### config.mk
export PLATFORM = sky130hd
export DESIGN_NAME = clk_seq_ctrl
export DESIGN_NICKNAME = d
export VERILOG_FILES = /design/src/rtl/clk_seq_ctrl.sv
export SDC_FILE = /design/constraint.sdc
export NUM_CORES = 1
export LEC_CHECK = 0
export ABC_AREA = 0
export CAP_MARGIN = 20
export CORE_MARGIN = 10
export CORE_UTILIZATION = 40
export CTS_CLUSTER_DIAMETER = 40
export DETAILED_ROUTE_END_ITERATION = 16
export SETUP_SLACK_MARGIN = 0.15
export SYNTH_ARGS = -nofsm -noshare
export SYNTH_HDL_FRONTEND = slang
export SYNTH_SLANG_ARGS = --single-unit
### constraint.sdc
create_clock -name i_clk -period 3.15 [get_ports i_clk]
set_clock_uncertainty 0.1 [all_clocks]
set_input_delay 0.315 -clock i_clk [delete_from_list [all_inputs] [get_ports i_clk]]
set_output_delay 0.315 -clock i_clk [all_outputs]
set_load 0.01 [all_outputs]
### src/rtl/clk_seq_ctrl.sv
// rtl/clk_seq_ctrl.sv - ordered power-up/power-down sequencer for a bank of clock generator enables
// Channels rise lowest-first and fall highest-first, one change per step, gap_l idle cycles between steps.
module clk_seq_ctrl #(
   parameter int N_CLK = 4,
   parameter int GAP_W = 8
) (
   input  logic             i_clk,
   input  logic             i_rst_n,
   input  logic             i_start,
   input  logic             i_stop,
   input  logic [GAP_W-1:0] i_gap,
   input  logic [N_CLK-1:0] i_mask,
   output logic [N_CLK-1:0] o_en_out,
   output logic             o_busy,
   output logic             o_running,
   output logic             o_done
);

   typedef enum logic [1:0] {
      S_IDLE = 2'd0,
      S_UP   = 2'd1,
      S_RUN  = 2'd2,
      S_DOWN = 2'd3
   } state_t;

   localparam logic [GAP_W-1:0] GAP_ONE = GAP_W'(1);

   state_t           r_state;
   logic [GAP_W-1:0] r_gap_l;
   logic [N_CLK-1:0] r_mask_l;
   logic [GAP_W-1:0] r_cnt;
   logic [N_CLK-1:0] r_en_out;
   logic             r_busy;
   logic             r_running;
   logic             r_done;

   logic [N_CLK-1:0] w_first_bit;
   logic [N_CLK-1:0] w_up_pend;
   logic [N_CLK-1:0] w_up_bit;
   logic [N_CLK-1:0] w_dn_bit;

   function automatic logic [N_CLK-1:0] f_lowest(input logic [N_CLK-1:0] v);
      logic [N_CLK-1:0] r;
      r = '0;
      for (int i = N_CLK - 1; i >= 0; i--) begin
         if (v[i]) begin
            r    = '0;
            r[i] = 1'b1;
         end
      end
      return r;
   endfunction

   function automatic logic [N_CLK-1:0] f_highest(input logic [N_CLK-1:0] v);
      logic [N_CLK-1:0] r;
      r = '0;
      for (int i = 0; i < N_CLK; i++) begin
         if (v[i]) begin
            r    = '0;
            r[i] = 1'b1;
         end
      end
      return r;
   endfunction

   // Channels still to raise are always above every raised one, so the lowest pending bit is next.
   assign w_first_bit = f_lowest(i_mask);
   assign w_up_pend   = r_mask_l & ~r_en_out;
   assign w_up_bit    = f_lowest(w_up_pend);
   assign w_dn_bit    = f_highest(r_en_out);

   always_ff @(posedge i_clk or negedge i_rst_n) begin
      if (!i_rst_n) begin
         r_state   <= S_IDLE;
         r_gap_l   <= '0;
         r_mask_l  <= '0;
         r_cnt     <= '0;
         r_en_out  <= '0;
         r_busy    <= 1'b0;
         r_running <= 1'b0;
         r_done    <= 1'b0;
      end else begin
         r_done <= 1'b0;
         case (r_state)
            S_IDLE: begin
               if (i_start && !i_stop) begin
                  r_gap_l  <= i_gap;
                  r_mask_l <= i_mask;
                  r_cnt    <= i_gap;
                  r_busy   <= 1'b1;
                  if (i_mask == '0) begin
                     r_state   <= S_RUN;
                     r_running <= 1'b1;
                  end else begin
                     r_state  <= S_UP;
                     r_en_out <= w_first_bit;
                  end
               end
            end
            S_UP, S_RUN: begin
               // A stop in UP is an abort: it takes priority over any pending rise.
               if (i_stop) begin
                  r_running <= 1'b0;
                  r_cnt     <= r_gap_l;
                  if (r_en_out == '0) begin
                     r_state <= S_IDLE;
                     r_busy  <= 1'b0;
                     r_done  <= 1'b1;
                  end else begin
                     r_state  <= S_DOWN;
                     r_en_out <= r_en_out & ~w_dn_bit;
                  end
               end else if (r_state == S_UP) begin
                  if (r_cnt != '0) begin
                     r_cnt <= r_cnt - GAP_ONE;
                  end else if (w_up_pend != '0) begin
                     r_en_out <= r_en_out | w_up_bit;
                     r_cnt    <= r_gap_l;
                  end else begin
                     r_state   <= S_RUN;
                     r_running <= 1'b1;
                  end
               end
            end
            S_DOWN: begin
               if (r_cnt != '0) begin
                  r_cnt <= r_cnt - GAP_ONE;
               end else if (r_en_out != '0) begin
                  r_en_out <= r_en_out & ~w_dn_bit;
                  r_cnt    <= r_gap_l;
               end else begin
                  r_state <= S_IDLE;
                  r_busy  <= 1'b0;
                  r_done  <= 1'b1;
               end
            end
            default: r_state <= S_IDLE;
         endcase
      end
   end

   assign o_en_out  = r_en_out;
   assign o_busy    = r_busy;
   assign o_running = r_running;
   assign o_done    = r_done;

endmodule

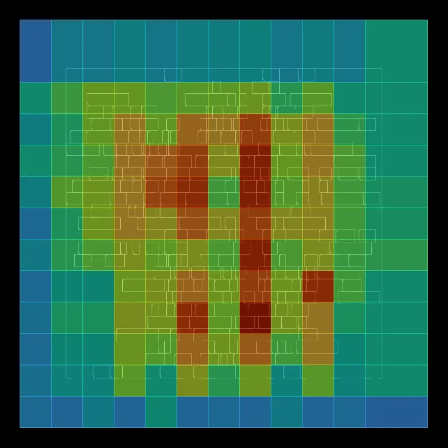
(run_1/final_congestion.png)
met1 usage: 17.4%
Overall Global Routing Usage: 12.9%
fraction of the core area covered by cells at the end of the flow: 49.6%

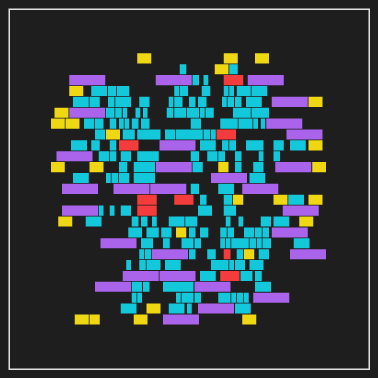
(run_1/cell_classes.png)
Scale: 4 px per µm.
[yellow] other buffers and delay cells | cells: 27
[red] clock drivers and dummy loads | cells: 8
[cyan] all other logic | cells: 163
[purple] flops | cells: 29
placement row count: 25
core area: 4720 µm²
sequential share of cell area: 31.0%
final design instance area without fill: 2340 µm²

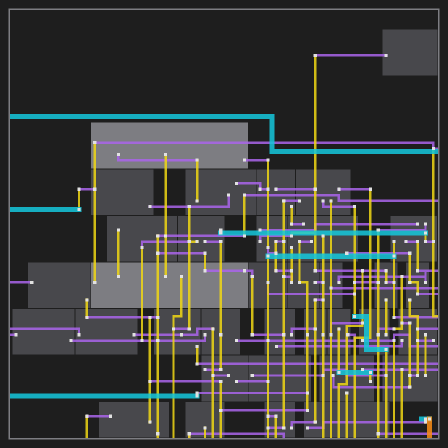
(run_1/zoom.png)
Region (10, 55) to (35, 80) µm. Cells in gray, sequential cells in the stronger gray; small squares are vias.
[orange] met4
[yellow] met2
[cyan] met3
[purple] met1
cells with their middle in the window: 35
sequential cells in the window: 2
most frequent: clkdlybuf4s50_1 (6), nor2_1 (4), a21oi_1 (4)
netlist names of flops here include: r_mask_l (2)

run 1: where the power goes:
part / internal [W] / switching [W] / total (W) / leakage [nW]
Clock: 0.000197 / 0.000149 / 0.000346 / 0.0542
Sequential: 0.000553 / 0.000186 / 0.000739 / 0.358
Combinational: 0.000705 / 0.000739 / 0.00144 / 0.581
Total: 0.00145 / 0.00107 / 0.00253 / 0.993
run 1: area by class of cell:
type | instances | area [µm²] | share of cell area, %
Timing Repair Buffer | 27 | 258 | 11.0
Sequential cell | 29 | 726 | 31.0
Multi-Input combinational cell | 153 | 1140 | 48.5
Clock buffer | 7 | 96.3 | 4.11
Clock inverter | 1 | 5.00 | 0.214
Tap cell | 67 | 83.8 | 3.58
Inverter | 10 | 37.5 | 1.60
run 1: path summary, 6_finish.rpt:
kind | from | endpoint | cells after the start | slack, ns
worst max-delay path | r_cnt[0]$_DFFE_PN0P_ | o_en_out[3]$_DFFE_PN0P_ | 8 | 0.66
worst max register to register | r_cnt[0]$_DFFE_PN0P_ | o_en_out[3]$_DFFE_PN0P_ | 8 | 0.66
max in group asynchronous | i_rst_n | r_gap_l[1]$_DFFE_PN0P_ | 2 | 2.35
min in group i_clk | r_gap_l[5]$_DFFE_PN0P_ | r_gap_l[5]$_DFFE_PN0P_ | 1 | 0.41
worst min register to register | r_gap_l[5]$_DFFE_PN0P_ | r_gap_l[5]$_DFFE_PN0P_ | 1 | 0.41
worst min-delay path | i_rst_n | r_gap_l[2]$_DFFE_PN0P_ | 2 | 0.31
run 1: through the flow:
step	hold WS [ns]	std cells	utilization, %	area (µm²)
2_1_floorplan	-0.0806	198	-	1940
3_3_place_gp	0.375	286	47.5	2240
3_5_place_dp	0.392	286	47.5	2240
4_1_cts	0.320	294	49.6	2340
5_1_grt	0.344	294	49.6	2340
6_report	0.306	294	49.6	2340
==> results.cfg, run 1 <==
; generated from flow reports
[sta]
worst_slew_margin_rel_pct = 58.5
fin_setup_tns_ns = 0
fin_ws_ns = 0.660
finalMaxSlewViolations = 0
layout_min_cycle_time_ns = 2.49
share_of_the_cycle_needed_by_the_critical_path_after_routing_pct = 79.1
setup_viol = 0
least_margin_pin_slew_ns = 0.616
max_freq_ghz = 0.402
rsz0062_at_grt = false
timing.final.hold_violations = 0

[yosys]
syn_area_um2 = 1940
fa_ha_area_share_pct = 3.87
syn_nets = 220
synth-simple-area-share_pct = 19.2
synth.yosys.seq_area_share_pct = 37.4
ys_cells = 198
topCombFamilyByArea = simple AND/OR/NAND/NOR gates
ys_flops = 29
largest_area_cell = sky130_fd_sc_hd__dfrtp_1
synth.yosys.warnings = 0
ys_top_cells_by_count = sky130_fd_sc_hd__dfrtp_1, sky130_fd_sc_hd__a21oi_1, sky130_fd_sc_hd__nand2_1
synth-edff-count = 0
synthFlopType = sky130_fd_sc_hd__dfrtp_1
post-synth-top-count-cell = sky130_fd_sc_hd__dfrtp_1
post_synth_num_cell_types = 46
synth_async_sr_flop_share_pct = 100
ys_top_cells_by_area = sky130_fd_sc_hd__dfrtp_1, sky130_fd_sc_hd__mux2_2, sky130_fd_sc_hd__a21oi_1, sky130_fd_sc_hd__mux2_1, sky130_fd_sc_hd__ha_1
fraction_of_post_synthesis_cell_area_in_the_top_cell_type_by_area_pct = 37.4
yosysChipArea_um2 = 1940
post_synth_xor_area_fraction_pct = 1.36
synthesis.area_per_instance_um2 = 9.79
synth_compound_gate_area_share_pct = 17.7
ys_sh_mux_pct = 16.5
synth_cells = 198

[finish]
fraction_of_layout_instances_using_a_drive_strength_above_1_pct = 15.9
reg.largest.list = r_cnt x8, r_gap_l x8
antenna-diode-count = 0
filler_cells_inserted = 459
final_nets = 248
most-common-layout-cells = sky130_fd_sc_hd__dfrtp_1, sky130_fd_sc_hd__a21oi_1, sky130_fd_sc_hd__clkdlybuf4s50_1
syn2layout_area_growth_pct = 20.9
mostFrequentLayoutCell = sky130_fd_sc_hd__dfrtp_1

[floorplan]
io_pins = 23
initial_utilization_pct = 41.0
die_w_um = 89.6
dieArea_um2 = 8030
die_y_um = 89.6

[setup_path]
largest_delay_contributor_family_on_the_critical_path = simple AND/OR/NAND/NOR gates
type_of_origin_of_the_critical_path = flip-flop
crit_path_required_time_ns = 3.23
worstPathCellList = inv_1 > ha_1 > nor3b_1 > buf_4 > and2_1 > nor2_4 > nor3_4 > mux2_4
timing.critical_path.arrival_ns = 2.57
critical_path_peak_fanout = 10
critPathCaptureType = flip-flop
timing.critical_path.slowest_stage_cell = sky130_fd_sc_hd__and2_1
cp.buffers_inverters = 2
slowest_delay_ns = 0.48
setup.worst_path.class = reg2reg

[global_routing]
antenna_found_initial = 0
total_grt_overflow = 0
grt_start_max_net_pins = 30
grt_first_pass_wirelength_um = 7900
globalRouteMet2Util_pct = 18.9
first_global_vias = 1554
gr-max-usage-layer = met2
globalRouteMet3Util_pct = 3.25

[power]
vdd_drop_max_mv = 0.387
static_leak_nw = 0.993
p_per_area_nw_per_um2 = 1080
fin_total_pwr_w = 0.00253

[job]
timing.max_cap.violations = 0
warning_count = 30

[route]
vias_per_cell = 5.33
drt-initial-drc-count = 83
wl_met1_um = 2440
detailedRoute.firstPassIterationCount = 4
met2RoutedLength_um = 1980
routed_wire_length_per_instance_um = 16.0
detail_route.wirelength_um = 4700
detail_route.drc_violations = 0
vias = 1566
highest_routed_layer = met4
met3_wire_length_um = 204
ant_nets = 0

[clock_tree]
cts-root-to-sink-buffers = 2
cts_tree = yes
cts-hold-fix-buffers = 0
postCtsSetupRepairBufs = 0
numCtsBuffers = 5
numClockSinks = 29
clock_latency_at_the_later_pin_of_the_worst_skew_pair_ns = 0.29
clock_tree_root = sky130_fd_sc_hd__clkbuf_8
clk_pin_slew_ns = 0.06
clock_tree.htree_level_count = 2
cts_repair_resize_count = 0

[placement]
detailed_place_hpwl_um = 3360
port_buffers = 22
dp_slack_ns = 0.623
placer_congestion = 0.842

[status]
status = complete, no violations

[worst_hold_path]
hold_path.class = in2async
## Run 2: what changed since run 1
- clock period: 3.15 -> 2.4 ns (I/O delays scaled with it)
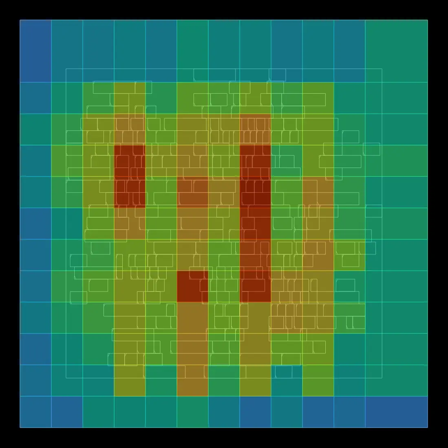
(run_2/final_congestion.png)
fraction of the core area covered by cells at the end of the flow: 51.6%
global-route track usage on met2: 19.1%
met1 usage: 17.2%
GR peak layer: met2
met3 track demand over resource in global routing: 2.71%

==> run 2 against run 1 <==
Compared with the run above:
- sequential power increased by 28%
- routed wire length increased by 0.21%
- synthesized cell count unchanged
- critical path type unchanged
- highest routed layer unchanged
==> results.cfg, run 2 <==
; generated from flow reports
[status]
status = complete, no violations

[sta]
rsz0062_at_grt = true
least_margin_pin_slew_ns = 0.389
fin_worst_hold_slack_ns = 0.254
layout_min_cycle_time_ns = 2.14
worst_slew_margin_rel_pct = 74.1
fin_setup_tns_ns = 0
max_freq_ghz = 0.466
share_of_the_cycle_needed_by_the_critical_path_after_routing_pct = 89.3
timing.final.hold_violations = 0
setup_viol = 0

[clock_tree]
numClockSinks = 29
numCtsBuffers = 5
cts_tree = yes
clk_pin_slew_ns = 0.07
clock_latency_at_the_later_pin_of_the_worst_skew_pair_ns = 0.27
clock_tree_root = sky130_fd_sc_hd__clkbuf_8
clock_tree.htree_level_count = 2

[global_routing]
first_global_vias = 1558
grt_first_pass_wirelength_um = 7940
total_grt_overflow = 0
grt_start_max_net_pins = 30
antenna_found_initial = 0

[finish]
antenna-diode-count = 0
mostFrequentLayoutCell = sky130_fd_sc_hd__dfrtp_1
final-comb-area_um2 = 1180
reg.largest.list = r_cnt x8, r_gap_l x8
most-common-layout-cells = sky130_fd_sc_hd__dfrtp_1, sky130_fd_sc_hd__a21oi_1, sky130_fd_sc_hd__clkdlybuf4s50_1
fraction_of_layout_instances_using_a_drive_strength_above_1_pct = 20.7
filler_cells_inserted = 447
ff_latch_area_um2 = 726
final_std_cells_w_o_fill = 304

[floorplan]
die_w_um = 89.6
core_um2 = 4720
dieArea_um2 = 8030
die_y_um = 89.6
initial_utilization_pct = 41.0
io_pins = 23

[yosys]
synth_cells = 198
post-synth-top-count-cell = sky130_fd_sc_hd__dfrtp_1
post_synth_num_cell_types = 46
syn_area_um2 = 1940
ys_top_cells_by_area = sky130_fd_sc_hd__dfrtp_1, sky130_fd_sc_hd__mux2_2, sky130_fd_sc_hd__a21oi_1, sky130_fd_sc_hd__mux2_1, sky130_fd_sc_hd__ha_1
ys_cells = 198
synthFlopType = sky130_fd_sc_hd__dfrtp_1
largest_area_cell = sky130_fd_sc_hd__dfrtp_1
yosysChipArea_um2 = 1940
synth_async_sr_flop_share_pct = 100
synth.yosys.seq_area_share_pct = 37.4
synthesis.area_per_instance_um2 = 9.79
fraction_of_post_synthesis_cell_area_in_the_top_cell_type_by_area_pct = 37.4
synth.yosys.warnings = 0
ys_top_cells_by_count = sky130_fd_sc_hd__dfrtp_1, sky130_fd_sc_hd__a21oi_1, sky130_fd_sc_hd__nand2_1
synth-edff-count = 0
ys_flops = 29
syn_nets = 220

[setup_path]
crit_path_required_time_ns = 2.46
type_of_origin_of_the_critical_path = flip-flop
reg2reg_slack_ns = 0.26
cp.buffers_inverters = 2
slowest_delay_ns = 0.37
depth_of_the_worst_register_to_register_path = 8
largest_delay_contributor_family_on_the_critical_path = simple AND/OR/NAND/NOR gates
critPathCaptureType = flip-flop
timing.critical_path.arrival_ns = 2.20
setup.worst_path.class = reg2reg
worstPathCellList = inv_1 > ha_1 > nor3b_1 > buf_4 > nand2_2 > o21ai_1 > nand3_1 > mux2_1
cp_num_cells = 8
timing.critical_path.slowest_stage_cell = sky130_fd_sc_hd__dfrtp_1

[placement]
placer_congestion = 0.819
place.detailed.instances = 295
detailed_place_hpwl_um = 3470
dp_slack_ns = 0.0951
placed_area_um2 = 2320
port_buffers = 22

[job]
timing.max_cap.violations = 0
warning_count = 31

[route]
vias_per_cell = 5.36
routed_wire_length_per_instance_um = 15.5
detailedRoute.firstPassIterationCount = 4
detail_route.drc_violations = 0
vias = 1628
ant_nets = 0
drt-initial-drc-count = 96

[worst_hold_path]
hold_path.class = in2async

[power]
vdd_drop_max_mv = 0.527
p_per_area_nw_per_um2 = 1420
fin_total_pwr_w = 0.00347
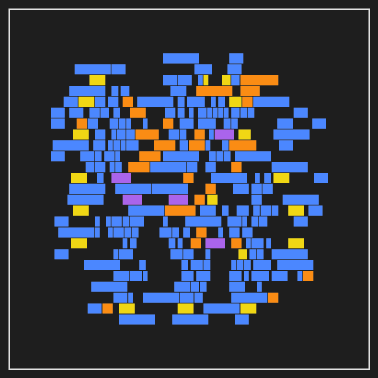
(run_2/drive_strength.png)
Scale: 4 px per µm.
[orange] drive 3 to 4 | cells: 26 | share: 11%
[purple] drive 6 and up | cells: 5 | share: 2.1%
[blue] drive 1 or less | cells: 188 | share: 79%
[yellow] drive 2 | cells: 18 | share: 7.6%
final design instance area without fill: 2440 µm²
growth of design area from synthesis to finish: 25.8%
final worst setup slack: 0.256 ns
Signal buffers: 37

run 2: cell counts after synthesis:
Identical to the previous run, type by type.
run 2: power by group:
part,internal (W),switching [W]
combinational,0.00109,0.00104
sequential,0.000726,0.000221
clock,0.000206,0.000185
total,0.00202,0.00145
run 2: cells by family (layout without fill, tap and decap cells):
kind of cell | after synthesis | in the layout | synth area share, %
simple gates | 63 | 63 | 19.2
compound gates | 53 | 53 | 17.7
flops | 29 | 29 | 37.4
mux | 28 | 28 | 16.5
buf+inv | 16 | 55 | 3.87
fa+ha+maj | 6 | 6 | 3.87
xor+xnor | 3 | 3 | 1.36
run 2: final timing paths:
path                                           end                  from
max                         r_state[1]$_DFFE_PN0P_  r_cnt[0]$_DFFE_PN0P_
min                        r_mask_l[1]$_DFFE_PN0P_               i_rst_n
max reg2reg                 r_state[1]$_DFFE_PN0P_  r_cnt[0]$_DFFE_PN0P_
min reg2reg                     o_busy$_DFFE_PN0P_    o_busy$_DFFE_PN0P_
max in group asynchronous     r_cnt[5]$_DFFE_PN0P_               i_rst_n
min in group i_clk              o_busy$_DFFE_PN0P_    o_busy$_DFFE_PN0P_
run 2: layer usage:
layer	vias to the layer above	part of all wire, %	track usage, %
met5	-	0	0
met4	0	1.3	4.48
met3	5	5.7	2.71
met2	46	44	19.1
met1	771	49	17.2
li1	806	-	-
run 2: what timing repair did:
| action | CTS | global route |
|---|---|---|
| endpoints found under the setup margin | 3 | 13 |
| resized | 0 | 7 |
| pin swaps | 1 | 2 |
| buffers inserted | 0 | 1 |
| hold buffers | 0 | 0 |
run 2: cell type report:
cell class	instances	area share, %
clock buffer	8	3.28
timing repair buffer	37	13.6
sequential	29	29.8
multi-input combinational	153	48.3
inverter	10	1.54
tap	67	3.44
## Run 3: what changed since run 2
- CTS_BUF_LIST: default -> sky130_fd_sc_hd__clkbuf_16
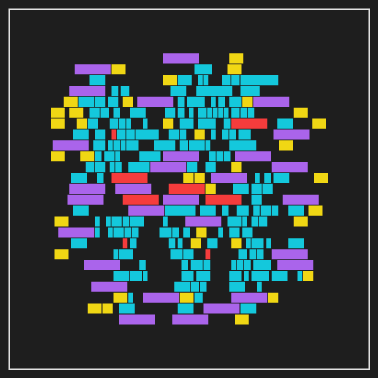
(run_3/cell_classes.png)
Scale: 4 px per µm.
[red] clock drivers and dummy loads | cells: 8
[cyan] all other logic | cells: 163
[yellow] other buffers and delay cells | cells: 37
[purple] flops | cells: 29
final design instance area without fill: 2490 µm²
sequential share of cell area: 29.1%
fraction of the core area covered by cells at the end of the flow: 52.8%

==> run 3 against run 2 <==
Compared with the run above:
- via count down 1.0%
- core utilization increased by 1.2 points
- fmax increased by 1.1%
- synthesized area unchanged
- global-route usage is 0.056 points lower
- die area unchanged
- routed wire length fell by 0.38%
- flip-flop count is the same
- critical path depth decreased by 1
- critical path type unchanged
- highest routed layer unchanged
==> results.cfg, run 3 <==
; generated from flow reports
[clock_tree]
numCtsBuffers = 5
clk_pin_slew_ns = 0.05
clock_latency_at_the_later_pin_of_the_worst_skew_pair_ns = 0.27
cts-hold-fix-buffers = 0
clock_tree_root = sky130_fd_sc_hd__clkbuf_16
numClockSinks = 29
cts_tree = yes

[yosys]
synth.yosys.seq_area_share_pct = 37.4
ys_top_cells_by_count = sky130_fd_sc_hd__dfrtp_1, sky130_fd_sc_hd__a21oi_1, sky130_fd_sc_hd__nand2_1
synth_async_sr_flop_share_pct = 100
post-synth-top-count-cell = sky130_fd_sc_hd__dfrtp_1
synth_cells = 198
yosysChipArea_um2 = 1940
ys_cells = 198
synth.yosys.warnings = 0
synthesis.area_per_instance_um2 = 9.79
ys_top_cells_by_area = sky130_fd_sc_hd__dfrtp_1, sky130_fd_sc_hd__mux2_2, sky130_fd_sc_hd__a21oi_1, sky130_fd_sc_hd__mux2_1, sky130_fd_sc_hd__ha_1
fraction_of_post_synthesis_cell_area_in_the_top_cell_type_by_area_pct = 37.4
ys_flops = 29
largest_area_cell = sky130_fd_sc_hd__dfrtp_1
syn_area_um2 = 1940

[route]
met3_wire_length_um = 289
detailedRoute.firstPassIterationCount = 4
vias = 1611
drt-initial-drc-count = 115
vias_per_cell = 5.30
wl_met1_um = 2330
ant_nets = 0
highest_routed_layer = met4

[placement]
detailed_place_hpwl_um = 3470
place.detailed.instances = 295
port_buffers = 22
placer_congestion = 0.819

[setup_path]
depth_of_the_worst_register_to_register_path = 7
rr_endpoint = o_en_out[0]$_DFFE_PN0P_
rr_startpoint = r_state[1]$_DFFE_PN0P_
cp.buffers_inverters = 1
worstPathCellList = inv_1 > ha_4 > nor2b_2 > or4_1 > a22oi_1 > o21ai_0 > mux2_4
largest_delay_contributor_family_on_the_critical_path = simple AND/OR/NAND/NOR gates
type_of_origin_of_the_critical_path = flip-flop
timing.critical_path.slowest_stage_cell = sky130_fd_sc_hd__or4_1
setup.worst_path.class = reg2reg
crit_start = r_state[1]$_DFFE_PN0P_
reg2reg_slack_ns = 0.28
timing.critical_path.arrival_ns = 2.17
slowest_delay_ns = 0.41

[job]
timing.max_cap.violations = 0

[finish]
most-common-layout-cells = sky130_fd_sc_hd__dfrtp_1, sky130_fd_sc_hd__a21oi_1, sky130_fd_sc_hd__clkdlybuf4s50_1
fraction_of_layout_instances_using_a_drive_strength_above_1_pct = 20.7

[power]
vdd_drop_max_mv = 0.650
total_switching_power_w = 0.00147
combinationalPowerShare_pct = 58.3
p_seq_share_pct = 25.9
internal-power_w = 0.00219
switching_power_as_a_share_of_total_power_pct = 40.2
clock_power_share_pct = 15.7

[floorplan]
die_y_um = 89.6
die_w_um = 89.6
dieArea_um2 = 8030
core_um2 = 4720

[global_routing]
grt_util_met1_pct = 17.2
grt_first_pass_wirelength_um = 7930
first_global_vias = 1555
total_grt_overflow = 0
antenna_found_initial = 0
grt_start_max_net_pins = 30

[status]
status = complete, no violations

[sta]
setup_viol = 0
rsz0062_at_grt = true
share_of_the_cycle_needed_by_the_critical_path_after_routing_pct = 88.3
timing.final.hold_violations = 0
layout_min_cycle_time_ns = 2.12
least_margin_pin_slew_ns = 0.399
worst_slew_margin_rel_pct = 73.4
fin_setup_tns_ns = 0
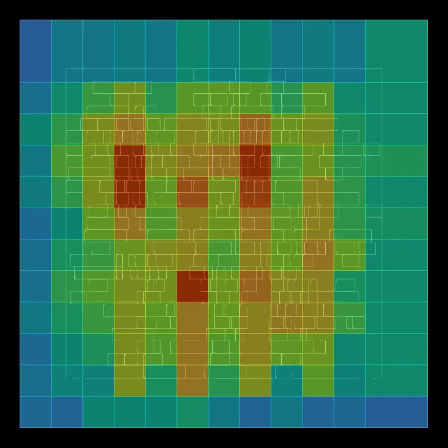
(run_3/final_congestion.png)
met3 track demand over resource in global routing: 3.07%
drt wl/cell: 15.4 µm

[run 3: cell counts after synthesis]
Identical to the previous run, type by type.
[run 3: cells by family after synthesis]
family | count (synthesis) | share of synthesized area [%]
AND/OR/NAND/NOR | 63 | 19.2
flip-flops | 29 | 37.4
AND-OR/OR-AND | 53 | 17.7
XOR/XNOR | 3 | 1.36
buffers and inverters | 16 | 3.87
adder cells (fa/ha/maj) | 6 | 3.87
multiplexers | 28 | 16.5
[run 3: layout make-up]
cell class	instances	area, µm²
clock buffers	5	125
clock inverters	3	11.3
fillers	447	2230
inverters	10	37.5
multi-input cells	153	1180
flip-flops and latches	29	726
well taps	67	83.8
repair buffers	37	333
[run 3: per-stage QoR]
stage,area [µm²],util (%),power [W],setup slack (ns),hold WS [ns]
floorplan,1940,-,0.00237,0.204,-0.156
global placement,2320,49.0,0.00296,0.150,0.376
detailed placement,2320,49.0,0.00298,0.0951,0.383
CTS,2450,51.9,0.00357,0.162,0.277
global route,2490,52.8,0.00396,0.156,0.298
finish,2490,52.8,0.00366,0.280,0.263
[run 3: timing repair]
action | in CTS | in global routing
endpoints found under the setup margin | 3 | 13
setup buffers | 0 | 1
pin swaps | 1 | 2
cloned | 0 | 0
gates resized | 0 | 7
[run 3: power groups by stage]
| stage | Clock (W) | Sequential [W] | Combinational [W] |
|---|---|---|---|
| 5_1_grt | 0.000627 | 0.000983 | 0.00235 |
| 2_1_floorplan | 0 | 0.000920 | 0.00145 |
| 3_3_place_gp | 0 | 0.000943 | 0.00202 |
| 6_report | 0.000575 | 0.000948 | 0.00213 |
| 4_1_cts | 0.000594 | 0.000944 | 0.00203 |
| 3_5_place_dp | 0 | 0.000952 | 0.00203 |

==> layout pictures side by side <==
Met1 routing.
Scale: 6 px per µm.
image #1
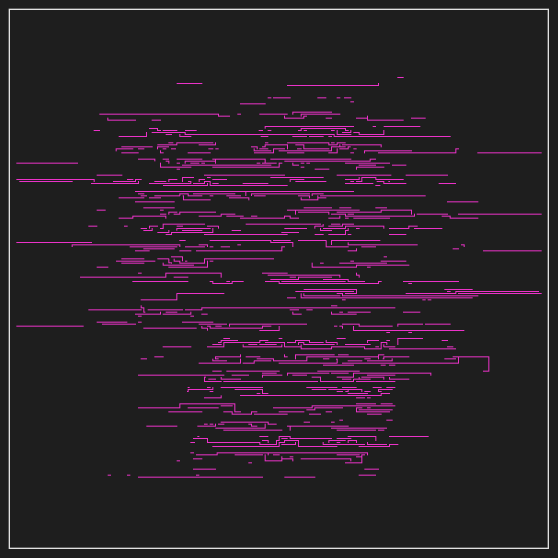
image #2
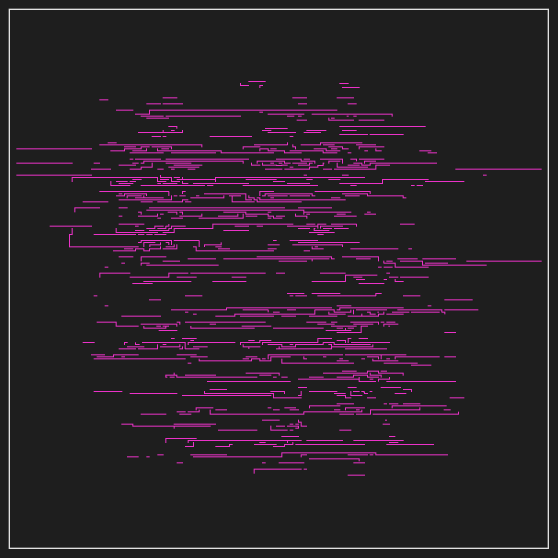
- run 2 = image #2
- run 1 = image #1

Key to image #1:
share of all routed wire: 52%
nets with wire on the layer: 219
wire length on this layer: 2440 µm
longest straight run: 36.3 µm
main direction: horizontal

No activity file was given, so power comes from the tool's default toggle rates.
